File: src/rtl/irq_pkg.sv
// Shared constants and types for the external-interrupt requester.
// Holds the register map, the cause-vector placement and the timer states.
package irq_pkg;

    localparam logic [2:0] IRQ_PEND  = 3'd0;
    localparam logic [2:0] IRQ_EN    = 3'd1;
    localparam logic [2:0] IRQ_TLOAD = 3'd2;
    localparam logic [2:0] IRQ_TCTRL = 3'd3;
    localparam logic [2:0] IRQ_TCNT  = 3'd4;

    // irq_ca[0] lands on ca[7] of the controller's cause vector
    localparam int CA_EXT_BASE = 7;

    localparam int TCTRL_RUN  = 0;
    localparam int TCTRL_AUTO = 1;

    typedef enum logic {
        IDLE = 1'b0,
        RUN  = 1'b1
    } timer_state_e;

endpackage

File: src/rtl/irq_sync_edge.sv
// Single-line 2-flop synchronizer followed by a rising-edge detector.
// rise is high for one cycle, two edges after the input is first sampled high.
module irq_sync_edge
    import irq_pkg::*;
(
    input  logic clk,
    input  logic rst_n,
    input  logic din,
    output logic rise
);

    logic s1_reg;
    logic s2_reg;
    logic s3_reg;

    always_ff @(posedge clk) begin
        if (!rst_n) begin
            s1_reg <= 1'b0;
            s2_reg <= 1'b0;
            s3_reg <= 1'b0;
        end else begin
            s1_reg <= din;
            s2_reg <= s1_reg;
            s3_reg <= s2_reg;
        end
    end

    assign rise = s2_reg & ~s3_reg;

endmodule

File: src/rtl/irq_request_unit.sv
// External-interrupt requester: synchronized device edges and an interval timer
// latch into pending bits that drive the controller's external cause lines.
module irq_request_unit
    import irq_pkg::*;
#(
    parameter int N_DEV   = 15,
    parameter int TIMER_W = 32
) (
    input  logic               clk,
    input  logic               rst_n,
    input  logic [N_DEV-1:0]   dev_irq,
    input  logic               jisr,
    input  logic [22:0]        mca,
    input  logic               cfg_we,
    input  logic [2:0]         cfg_addr,
    input  logic [31:0]        cfg_wdata,
    output logic [31:0]        cfg_rdata,
    output logic [N_DEV:0]     irq_ca
);

    logic [N_DEV:0]     pend_reg, pend_next;
    logic [N_DEV:0]     en_reg, en_next;
    logic [TIMER_W-1:0] tload_reg, tload_next;
    logic [1:0]         tctrl_reg, tctrl_next;
    logic [TIMER_W-1:0] cnt_reg, cnt_next;
    timer_state_e       state_reg, state_next;

    logic [N_DEV-1:0]   dev_rise;
    logic               timer_expire;
    logic [N_DEV:0]     clr_mask;
    logic [TIMER_W-1:0] reload_val;
    logic               wr_pend, wr_en, wr_tload, wr_tctrl;
    logic               unused_mca;

    assign unused_mca = ^mca[CA_EXT_BASE-1:0];

    genvar gi;
    generate
        for (gi = 0; gi < N_DEV; gi++) begin : g_dev
            irq_sync_edge u_sync (
                .clk   (clk),
                .rst_n (rst_n),
                .din   (dev_irq[gi]),
                .rise  (dev_rise[gi])
            );
        end
    endgenerate

    assign wr_pend  = cfg_we && (cfg_addr == IRQ_PEND);
    assign wr_en    = cfg_we && (cfg_addr == IRQ_EN);
    assign wr_tload = cfg_we && (cfg_addr == IRQ_TLOAD);
    assign wr_tctrl = cfg_we && (cfg_addr == IRQ_TCTRL);

    // A zero reload still gives a one-cycle period.
    assign reload_val = (tload_reg == '0) ? TIMER_W'(1) : tload_reg;

    always_comb begin
        state_next   = state_reg;
        cnt_next     = cnt_reg;
        tctrl_next   = tctrl_reg;
        timer_expire = 1'b0;
        if (wr_tctrl) begin
            tctrl_next = cfg_wdata[1:0];
            if (cfg_wdata[TCTRL_RUN]) begin
                state_next = RUN;
                cnt_next   = reload_val;
            end else begin
                state_next = IDLE;
            end
        end else if (state_reg == RUN) begin
            if (cnt_reg <= TIMER_W'(1)) begin
                timer_expire = 1'b1;
                if (tctrl_reg[TCTRL_AUTO]) begin
                    cnt_next = reload_val;
                end else begin
                    cnt_next              = '0;
                    tctrl_next[TCTRL_RUN] = 1'b0;
                    state_next            = IDLE;
                end
            end else begin
                cnt_next = cnt_reg - TIMER_W'(1);
            end
        end
    end

    // Acknowledge only reaches enabled bits; a new set always beats a clear.
    always_comb begin
        clr_mask = '0;
        if (jisr) begin
            clr_mask = mca[CA_EXT_BASE +: N_DEV+1] & en_reg;
        end
        if (wr_pend) begin
            clr_mask = clr_mask | cfg_wdata[N_DEV:0];
        end
        pend_next  = (pend_reg & ~clr_mask) | {dev_rise, timer_expire};
        en_next    = wr_en ? cfg_wdata[N_DEV:0] : en_reg;
        tload_next = wr_tload ? cfg_wdata[TIMER_W-1:0] : tload_reg;
    end

    always_ff @(posedge clk) begin
        if (!rst_n) begin
            pend_reg  <= '0;
            en_reg    <= '0;
            tload_reg <= '0;
            tctrl_reg <= '0;
            cnt_reg   <= '0;
            state_reg <= IDLE;
        end else begin
            pend_reg  <= pend_next;
            en_reg    <= en_next;
            tload_reg <= tload_next;
            tctrl_reg <= tctrl_next;
            cnt_reg   <= cnt_next;
            state_reg <= state_next;
        end
    end

    always_comb begin
        cfg_rdata = '0;
        case (cfg_addr)
            IRQ_PEND:  cfg_rdata[N_DEV:0]     = pend_reg;
            IRQ_EN:    cfg_rdata[N_DEV:0]     = en_reg;
            IRQ_TLOAD: cfg_rdata[TIMER_W-1:0] = tload_reg;
            IRQ_TCTRL: cfg_rdata[1:0]         = tctrl_reg;
            IRQ_TCNT:  cfg_rdata[TIMER_W-1:0] = cnt_reg;
            default:   cfg_rdata = '0;
        endcase
    end

    assign irq_ca = pend_reg & en_reg;

endmodule

File: config.mk
export PLATFORM = sky130hd
export DESIGN_NAME = irq_request_unit
export DESIGN_NICKNAME = d
export VERILOG_FILES = /design/src/rtl/irq_pkg.sv /design/src/rtl/irq_sync_edge.sv /design/src/rtl/irq_request_unit.sv
export SDC_FILE = /design/constraint.sdc
export NUM_CORES = 1
export LEC_CHECK = 0
export ABC_AREA = 1
export CAP_MARGIN = 20
export CORE_ASPECT_RATIO = 0.9
export CORE_MARGIN = 2
export CORE_UTILIZATION = 45
export CTS_CLUSTER_SIZE = 40
export DETAILED_ROUTE_END_ITERATION = 7
export PLACE_DENSITY = 0.73
export SETUP_SLACK_MARGIN = 0.1
export SYNTH_ARGS = -nofsm -noshare
export SYNTH_HDL_FRONTEND = slang
export SYNTH_SLANG_ARGS = --single-unit
File: constraint.sdc
create_clock -name clk -period 1.93 [get_ports clk]
set_input_delay 0.579 -clock clk [delete_from_list [all_inputs] [get_ports clk]]
set_output_delay 0.579 -clock clk [all_outputs]
set_load 0.005 [all_outputs]
==> results.toml <==
# flow metrics
[layout]
clkCellAreaFrac = 0.05704
diodes = 0
sh_seq_area = 0.2740
inverters = 158
buffers_excl_clock = 267
design_area_mm2 = 0.01068
most-common-layout-cells = "nand2_1, inv_1, buf_4, dfxtp_1, nand3_1"
mostFrequentLayoutCell = "nand2_1"
fillerInstances = 1223
ff_latch_area_mm2 = 0.002927
comb_cells = 678
sh_comb_area = 0.3570
layout-drive-gt1-share = 0.2862
largest_class = "multi-input combinational cells"
area_delta_synth_final_pct = 51.03
logic_area_mm2 = 0.003814
layout.nonclk_buf_frac = 0.2291
flops = 144
nNetsFinal = 1345

[synth]
synthCells = 1023
ys_sh_xor = 0.01734
ys_cells = 1023
synthTopCellsByCount = "nand2_1, dfxtp_1, inv_1, nand3_1, o21ai_0"
yosys.area_share.aoi = 0.1557
synth_warnings = 0
synth_area_mm2 = 0.007073
ys_area_mm2 = 0.007073
ys_sh_mux = 0
yosys.cell_types.count = 34
yosys.area.top_type_share = 0.4076
syn_avg_cell_area_um2 = 6.914
ff_type = "dfxtp_1"
area_leaders = "dfxtp_1, nand2_1, inv_1, nand3_1, o21ai_0"
ys_seq_elements = 144
yosysSeqAreaShare = 0.4076
top_logic_kind = "simple AND/OR/NAND/NOR gates"
fa_ha_area_frac = 0.003538
async_flop_share = 0
simple_gate_area_frac = 0.3046
edf_count = 0
synth.net_count = 1102
top_area_cell = "dfxtp_1"

[flow_run]
warning_count = 37

[route]
first_pass_iters = 6
drc_errors = 0
wl_met3_um = 2896
ant_nets = 0
route.layer.met1.wl_um = 10910
totalWireLength_um = 27140
wl_per_cell_um = 18.33
routed_via_density = 5.583
initialDrtViolationCount = 987
top_layer = "met4"
met2WireLength_um = 12030

[die]
die_height_um = 122.9
io-pin-count = 125
nWellTaps = 202
row_count = 43
fp_util = 0.4597
die-width_um = 136.2
dieArea_mm2 = 0.01674
coreArea_mm2 = 0.01539

[placed_design]
place_inst = 1401
port_buffers = 117
place_ws_ps = -1022
place_area_mm2 = 0.009288
place.gp.congestion = 0.9474
hpwl_um = 18030

[sta]
fin_setup_tns_ps = -10680
hold_ws_ps = 407.2
fmax_mhz = 443.8
slew_headroom = 0.6793
worst_pin_slew_ps = 481.0
hold_viol = 0
setup_viol = 65
drv_slew = 0
period_used_share = 1.167
setup_ws_ps = -323.1

[clock_network]
cts_setup_buffers = 35
cts_buffers = 17
htree_num_levels = 4
clock-sinks = 144
root_buffer = "clkbuf_16"
ctsResizeCount = 261
ctsHoldBuffers = 0
clkTransAtPathRegs_ps = 70
cts_max_path_buffers = 2
cts_tree = "done"

[critical_path]
critPathRequiredTime_ps = 1350
r2r_cells = 12
rrSetupSlack_ps = 40
crit_path_end = "cfg_rdata[2]"
critPathCaptureType = "primary output"
cp.arrival_ps = 1670
crit_start = "cfg_addr[1]"
startpoint_type = "input pin"
worstPathMaxFanout = 9
worstReg2RegEnd = "cnt_reg[15]"
path_class = "in2out"
crit-reg2reg-launch = "cnt_reg[0]"

[grt]
met2_usage = 0.4981
grt_pass1_wl_um = 41220
antenna_found_initial = 0
grt_usage = 0.3232
grt_max_degree = 51
met3_usage = 0.07503
grt_pass1_vias = 7647
busiest_layer = "met2"

[hold_path]
hold_start = "g_dev[1].u_sync.s3_reg"
hold_depth = 1
min_to = "pend_reg[2]"
worstHoldPathType = "reg2reg"

[pwr]
p_comb_frac = 0.154
p_sw_w = 0.002311
peakVddDrop_v = 0.0007684
power.internal_w = 0.005357
swShare = 0.3014
seq_power_share = 0.406
p_clk_frac = 0.439
power_w = 0.007668
powerDensity_mw_per_mm2 = 717.8
p_leak_nw = 5.288

[run_status]
violations = "negative setup slack"
status = "finished with violations"
## power by group through the flow
| stage | clock [W] | combinational, W | sequential [W] |
|---|---|---|---|
| global placement | 0 | 0.000956 | 0.00318 |
| CTS | 0.00336 | 0.00108 | 0.00311 |
| detailed placement | 0 | 0.000972 | 0.00318 |
| floorplan | 0 | 0.000533 | 0.00316 |
| finish | 0.00337 | 0.00118 | 0.00312 |
| global route | 0.00352 | 0.00126 | 0.00312 |
## cells by family after synthesis
family | after synthesis
adder cells (fa/ha/maj) | 2
AND-OR/OR-AND | 182
flip-flops | 144
buffers and inverters | 201
XOR/XNOR | 14
AND/OR/NAND/NOR | 480
## worst max-delay path, cell delays in order
cell and delay, ps:
buf_8 80, inv_6 30, buf_4 120, nand3_2 100, buf_12 140, buf_4 110, o22ai_2 60, a221o_1 300
buf_2 140
==> images/power_grid.png <==
Pins as bars on the die edge.
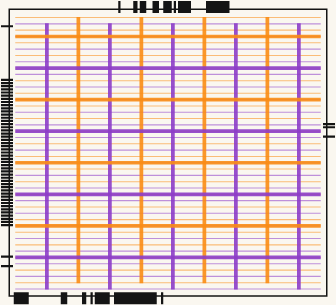
[VSS] purple
[VDD] orange
met4 straps: 9
met1 rails: 44
rows: 43
signal pins: 125
met5 straps: 8

==> images/placement_by_type.png <==
The bar under the picture is 50 µm long.
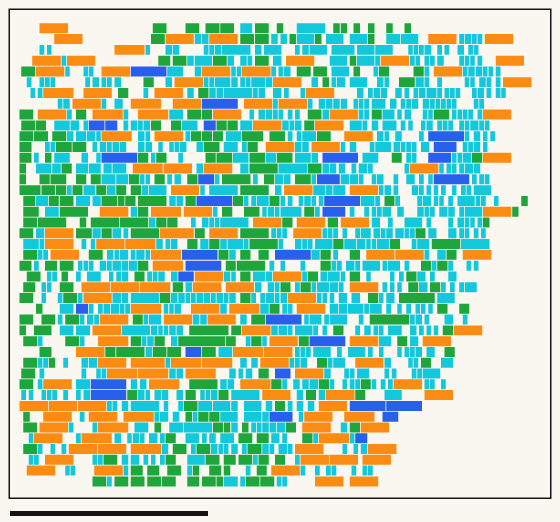
[clock drivers and dummy loads] blue | cells: 32
[sequential cells] orange | cells: 144
[remaining buffers and delay cells] green | cells: 267
[combinational and other logic] cyan | cells: 836

==> images/clk_routes.png <==
The bar under the picture is 50 µm long.
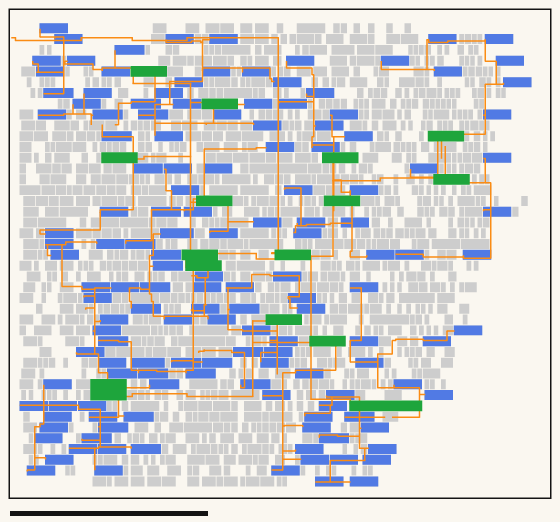
[flip-flops] blue | count: 144
[clock drivers] green | count: 17
[clock wires] orange | length: 1880 µm
routed clock nets: 18

==> images/wires.png <==
Two of the layers only.
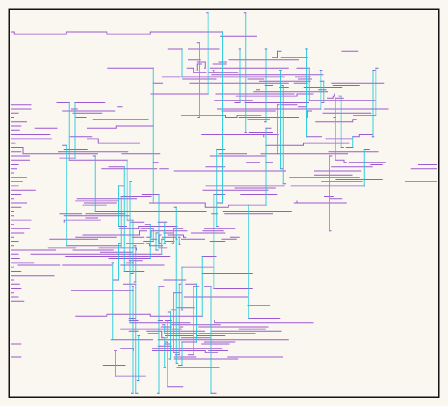
[metal 4] cyan | wire length: 1310 µm
[metal 3] purple | wire length: 2900 µm

Power is estimated from default activity; no workload was simulated.
